==> config.mk <==
export PLATFORM = sky130hd
export DESIGN_NAME = instruction_fetch
export DESIGN_NICKNAME = d
export VERILOG_FILES = /design/src/rtl/instruction_fetch.sv
export SDC_FILE = /design/constraint.sdc
export NUM_CORES = 1
export LEC_CHECK = 0
export CAP_MARGIN = 20
export CORE_MARGIN = 4
export CORE_UTILIZATION = 26
export DETAILED_ROUTE_END_ITERATION = 8
export MAX_ROUTING_LAYER = met4
export SYNTH_ARGS = -nofsm -noshare
export SYNTH_HDL_FRONTEND = slang
export SYNTH_SLANG_ARGS = --single-unit
==> constraint.sdc <==
create_clock -name clk -period 4.9 [get_ports clk]
set_input_delay 0.98 -clock clk [delete_from_list [all_inputs] [get_ports clk]]
set_output_delay 0.98 -clock clk [all_outputs]
set_load 0.02 [all_outputs]
==> src/rtl/instruction_fetch.sv <==
// instruction_fetch: ternary-core fetch stage; PC, imem request/ready handshake, decode valid/ready handoff, illegal-trit rejection.
// Ports: clk/rst_n (async active-low); imem_req/imem_addr/imem_ready/imem_rdata to instruction memory;
// redirect_valid/redirect_addr from execute; instr_valid/instr_ready/instruction/instr_pc to decode; fetch_error sticky flag.
module instruction_fetch #(
  parameter int WORD_SIZE = 9,
  parameter int ADDR_SIZE = 9
) (
  input  logic                   clk,
  input  logic                   rst_n,
  output logic                   imem_req,
  output logic [2*ADDR_SIZE-1:0] imem_addr,
  input  logic                   imem_ready,
  input  logic [2*WORD_SIZE-1:0] imem_rdata,
  input  logic                   redirect_valid,
  input  logic [2*ADDR_SIZE-1:0] redirect_addr,
  output logic                   instr_valid,
  input  logic                   instr_ready,
  output logic [2*WORD_SIZE-1:0] instruction,
  output logic [2*ADDR_SIZE-1:0] instr_pc,
  output logic                   fetch_error
);
  localparam logic [1:0] S_IDLE  = 2'd0;
  localparam logic [1:0] S_FETCH = 2'd1;
  localparam logic [1:0] S_HOLD  = 2'd2;
  localparam logic [1:0] S_ERROR = 2'd3;
  logic [1:0]             r_state;
  logic [2*ADDR_SIZE-1:0] r_pc;
  logic [2*ADDR_SIZE-1:0] r_instr_pc;
  logic [2*WORD_SIZE-1:0] r_instr;
  logic                   r_err;
  logic [2*ADDR_SIZE-1:0] w_pc_inc;
  logic                   w_carry;
  logic                   w_illegal;
  // Balanced-ternary +1: a +1 trit rolls to -1 and keeps carrying; carry out of the top trit is dropped.
  always_comb begin
    w_pc_inc = r_pc;
    w_carry  = 1'b1;
    for (int i = 0; i < ADDR_SIZE; i++) begin
      if (w_carry) begin
        w_pc_inc[2*i+:2] = r_pc[2*i+:2] == 2'b01 ? 2'b11 : r_pc[2*i+:2] == 2'b11 ? 2'b00 : 2'b01;
        w_carry          = r_pc[2*i+:2] == 2'b01;
      end
    end
  end
  always_comb begin
    w_illegal = 1'b0;
    for (int i = 0; i < WORD_SIZE; i++) w_illegal = w_illegal | (imem_rdata[2*i+:2] == 2'b10);
  end
  // Redirect outranks everything: a held word or a word returned this cycle is dropped unchecked.
  always_ff @(posedge clk or negedge rst_n) begin
    if (!rst_n) begin
      r_state    <= S_IDLE;
      r_pc       <= '0;
      r_instr    <= '0;
      r_instr_pc <= '0;
      r_err      <= 1'b0;
    end else if (redirect_valid) begin
      r_pc    <= redirect_addr;
      r_state <= S_FETCH;
      if (r_state == S_ERROR) r_err <= 1'b0;
    end else if (r_state == S_IDLE) begin
      r_state <= S_FETCH;
    end else if (r_state == S_FETCH && imem_ready && w_illegal) begin
      r_err   <= 1'b1;
      r_state <= S_ERROR;
    end else if (r_state == S_FETCH && imem_ready) begin
      r_instr    <= imem_rdata;
      r_instr_pc <= r_pc;
      r_pc       <= w_pc_inc;
      r_err      <= 1'b0;
      r_state    <= S_HOLD;
    end else if (r_state == S_HOLD && instr_ready) begin
      r_state <= S_FETCH;
    end
  end
  assign imem_req    = r_state == S_FETCH;
  assign imem_addr   = r_pc;
  assign instr_valid = r_state == S_HOLD;
  assign instruction = r_instr;
  assign instr_pc    = r_instr_pc;
  assign fetch_error = r_err;
endmodule

### PDN straps and rails

The bar under the picture is 20 um long. Pins as bars on the die edge.
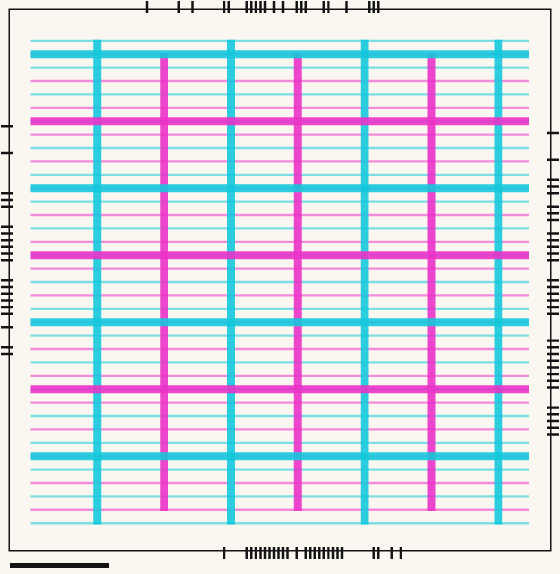
Key: VDD = magenta; VSS = cyan
7 straps on met5. The core has 36 rows. 98 signal pins sit on the boundary. 37 met1 rails follow the rows.
die width: 109.6 um
Die H: 109.6 um

### Clock wiring as the flow saved it

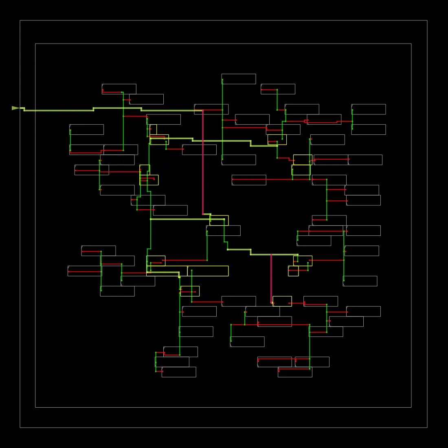
clk sinks: 57
flip-flops: 57
clock-net power: 0.000482 W
clk ins delay skew pair: 0.33 ns

### M2 wires

The bar under the picture is 20 um long.
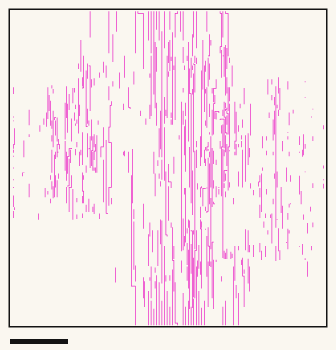
The wires run mostly vertical. The layer carries 3430 um of wire.
DRT Wirelength: 7092 um
vias: 2107
met2 Track Usage GR: 20.10%

==> results_slide.txt <==
Run Summary

Power and ir drop
  • P_leak: 1.729 nW
  • Pint: ~0.0011 W
  • Power density over the cells: 385.6 mW/mm2
  • Net Switching: 0.0004558 W
  • Reg power frac: 39.9%
  • Power Total: 0.001542 W
  • Switch share: 29.56%
  • Peak VDD IR: 0.0001643 V
  • Clock share of power: 31.3%
  • Logic pwr share: between 20 and 30%

Final timing
  • Fin crit share: around 66%
  • Worst Setup Slack, final: about 1.7 ns
  • Max-slew violations: 0
  • Final Hold Fails: 0
  • Final Critical Period: around 3.2 ns
  • Hold WS: 0.4844 ns
  • Worst Skew: 0.009948 ns
  • Setup tns final: 0 ns
  • Finish-stage setup viols: 0
  • RSZ-0062 raised after global routing: false
  • Max Clk Rate: 308.8 MHz
  • Relative slew margins: between 40% and 50%
  • Slew @ Worst Pin: 0.8882 ns

GRT
  • Largest net degree at the start of global routing: around 46
  • Antenna violations before repair: 0
  • Vias in the first global route: 2219
  • GR Overflow Total: 0
  • First-pass GRT wire length: approximately 11000 um
  • Total track usage: 12.71%

Clock tree
  • H-tree Lvls: 3
  • CTS Buffer Depth: 2
  • Post-CTS Setup Bufs: 0
  • TritonCTS clock tree: done
  • Number of buffers created by CTS: 9
  • Worst-path clk slew: 0.06 ns
  • Root Buffer: clkbuf_8
  • CTS Hold Buffers Added: 0
  • Post-cts sizing count: 0

Floorplanning
  • FP Rows: 36
  • Core area: 0.009910 mm2
  • Chip Area: 0.01202 mm2
  • I/O Pins: 98
  • Initial Utilization: 27.10%

Drt
  • Antenna-violating nets left: 0
  • Drt via density: 4.621
  • DRT iter0 DRCs: 38
  • Routed WL per cell: 15.55 um
  • Drt pass-1 iters: 4
  • Remaining DRCs: 0

Outcome
  • Run status: completed

Yosys
  • Ys flop type: dfrtp_1
  • Max-area cell share: a little over half
  • Distinct lib cells: 47
  • Synth Cell Area: between 0.002 and 0.003 mm2
  • Chip area in the Yosys report: 0.002685 mm2
  • Asr flop ratio synth: 100.0%
  • Top cells by area: dfrtp_1, mux2_1, nand2_1
  • Synth top cells by count: dfrtp_1, mux2_1, nand2_1
  • Number of synthesis warnings: 0
  • Syn nets: 257
  • Sequential element share of the synthesized area: approximately 53%
  • Yosys top cell by area: dfrtp_1
  • Synthesized area per cell: 12.43 um2
  • Ys flops: between 50 and 60
  • Gate Count Post-Synth: 216
  • # Cells Yosys: 216
  • EDFF count, synth: 0
  • Synth top cell by count: dfrtp_1

Critical path
  • Setup crit start: imem_ready
  • WP data required: approximately 5.1 ns
  • Crit. End Element: flop
  • Critical Path Fanout Max: 22
  • Worst Setup EP: instr_pc[4]$_DFFE_PN0P_
  • FF-to-FF End: instr_pc[4]$_DFFE_PN0P_
  • R2R depth: 6
  • Flop-to-flop setup slack: around 2.4 ns
  • Arrival time worst endpoint: 3.44 ns
  • WS Path Type: in -> reg
  • RR Startpoint: r_state[1]$_DFFE_PN0P_
  • CP Launch Type: input port

Cells and area
  • Design area: roughly 0.0040 mm2
  • ANT cells: 0
  • Final Non-Filler Cells: roughly 460
  • Layout cells sized above 1: 9.907%
  • Final core occ: 40.34%
  • Area delta synth->final: 48.88%
  • Final net count: 360

Placement
  • IO buf count: between 90 and 100
  • # placed instances: 441
  • DP Worst Slack: ~1.3 ns
  • Placed wire-length estimate: 5273 um
  • Final GP Congestion: 0.8183
  • Area after DPL: 0.003780 mm2

Hold path
  • HP Class: reg -> reg
  • HP Start: instr_pc[5]$_DFFE_PN0P_
  • Hold Path End: instr_pc[5]$_DFFE_PN0P_
  • Hold Crit Depth: 1

Flow run
  • Maxcap violations: 0
  • Tool warnings: 26
### Signal wires by layer

The bar under the picture is 20 um long. Only two layers are drawn.
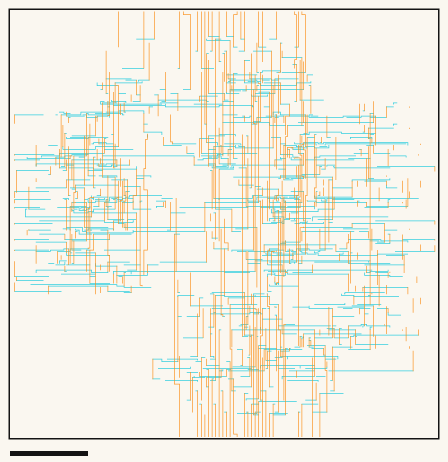
Key: met2 = orange [wire length 3430 um]; met1 = cyan [wire length 3150 um]

### M3 wires

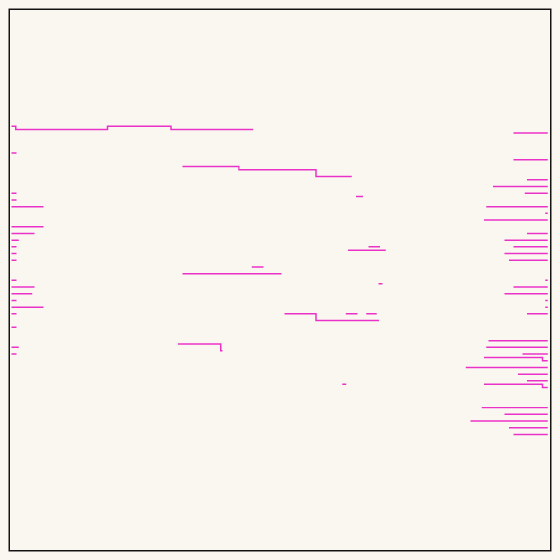
The layer holds 6.2% of the routed length. 57 nets have wire on it.

[layout make-up]
type	instances	area (um2)
fillers	987	5912
clock buffers	10	137.6
inverters	6	22.52
repair buffers	100	988.4
clock inverters	5	80.08
well taps	133	166.4
multi-input cells	145	1176
flip-flops and latches	57	1426
[layout by cell type (no fill, tap or decap), drive strengths merged, types with 3 or more instances in the layout]
| master | instances |
|---|---|
| a21oi | 6 |
| a2bb2oi | 3 |
| a31oi | 3 |
| a41o | 3 |
| and2b | 3 |
| and3 | 4 |
| buf | 4 |
| clkbuf | 10 |
| clkdlybuf4s50 | 96 |
| dfrtp | 57 |
| inv | 6 |
| mux2 | 36 |
| mux2i | 5 |
| nand2 | 17 |
| nand2b | 8 |
| nand3 | 4 |
| nand4 | 3 |
| nor2 | 5 |
| nor2b | 5 |
| nor4 | 3 |
| o21ai | 13 |
| o31ai | 3 |
[power by group through the flow]
stage | clock, W | combinational (W) | sequential (W)
floorplan | 0 | 0.0000986 | 0.000719
global placement | 0 | 0.000449 | 0.000622
detailed placement | 0 | 0.000453 | 0.000624
CTS | 0.000495 | 0.000454 | 0.000616
global route | 0.000519 | 0.000477 | 0.000628
finish | 0.000482 | 0.000445 | 0.000615
[worst max-delay path, cell delays in order]
cell and delay [ns]:
clkdlybuf4s50_1 0.55, nand3b_4 0.11, a221oi_2 0.30, nand3_2 0.29
nor2_4 0.44, buf_4 0.41, mux2_1 0.36
[layer usage]
metal	global-route usage [%]	vias to the layer above	part of all wire, %
li1	-	1004	-
met1	15.54	1026	44
met2	20.10	69	48
met3	4.110	8	6.2
met4	3.829	0	1.0
met5	-	-	0
[cells by family after synthesis]
family	count (synthesis)	share of synthesized area, %
compound gates	45	12.30
simple gates	59	14.54
buf+inv	14	3.075
flops	57	53.12
mux	41	16.96
Power is estimated from default activity; no workload was simulated.
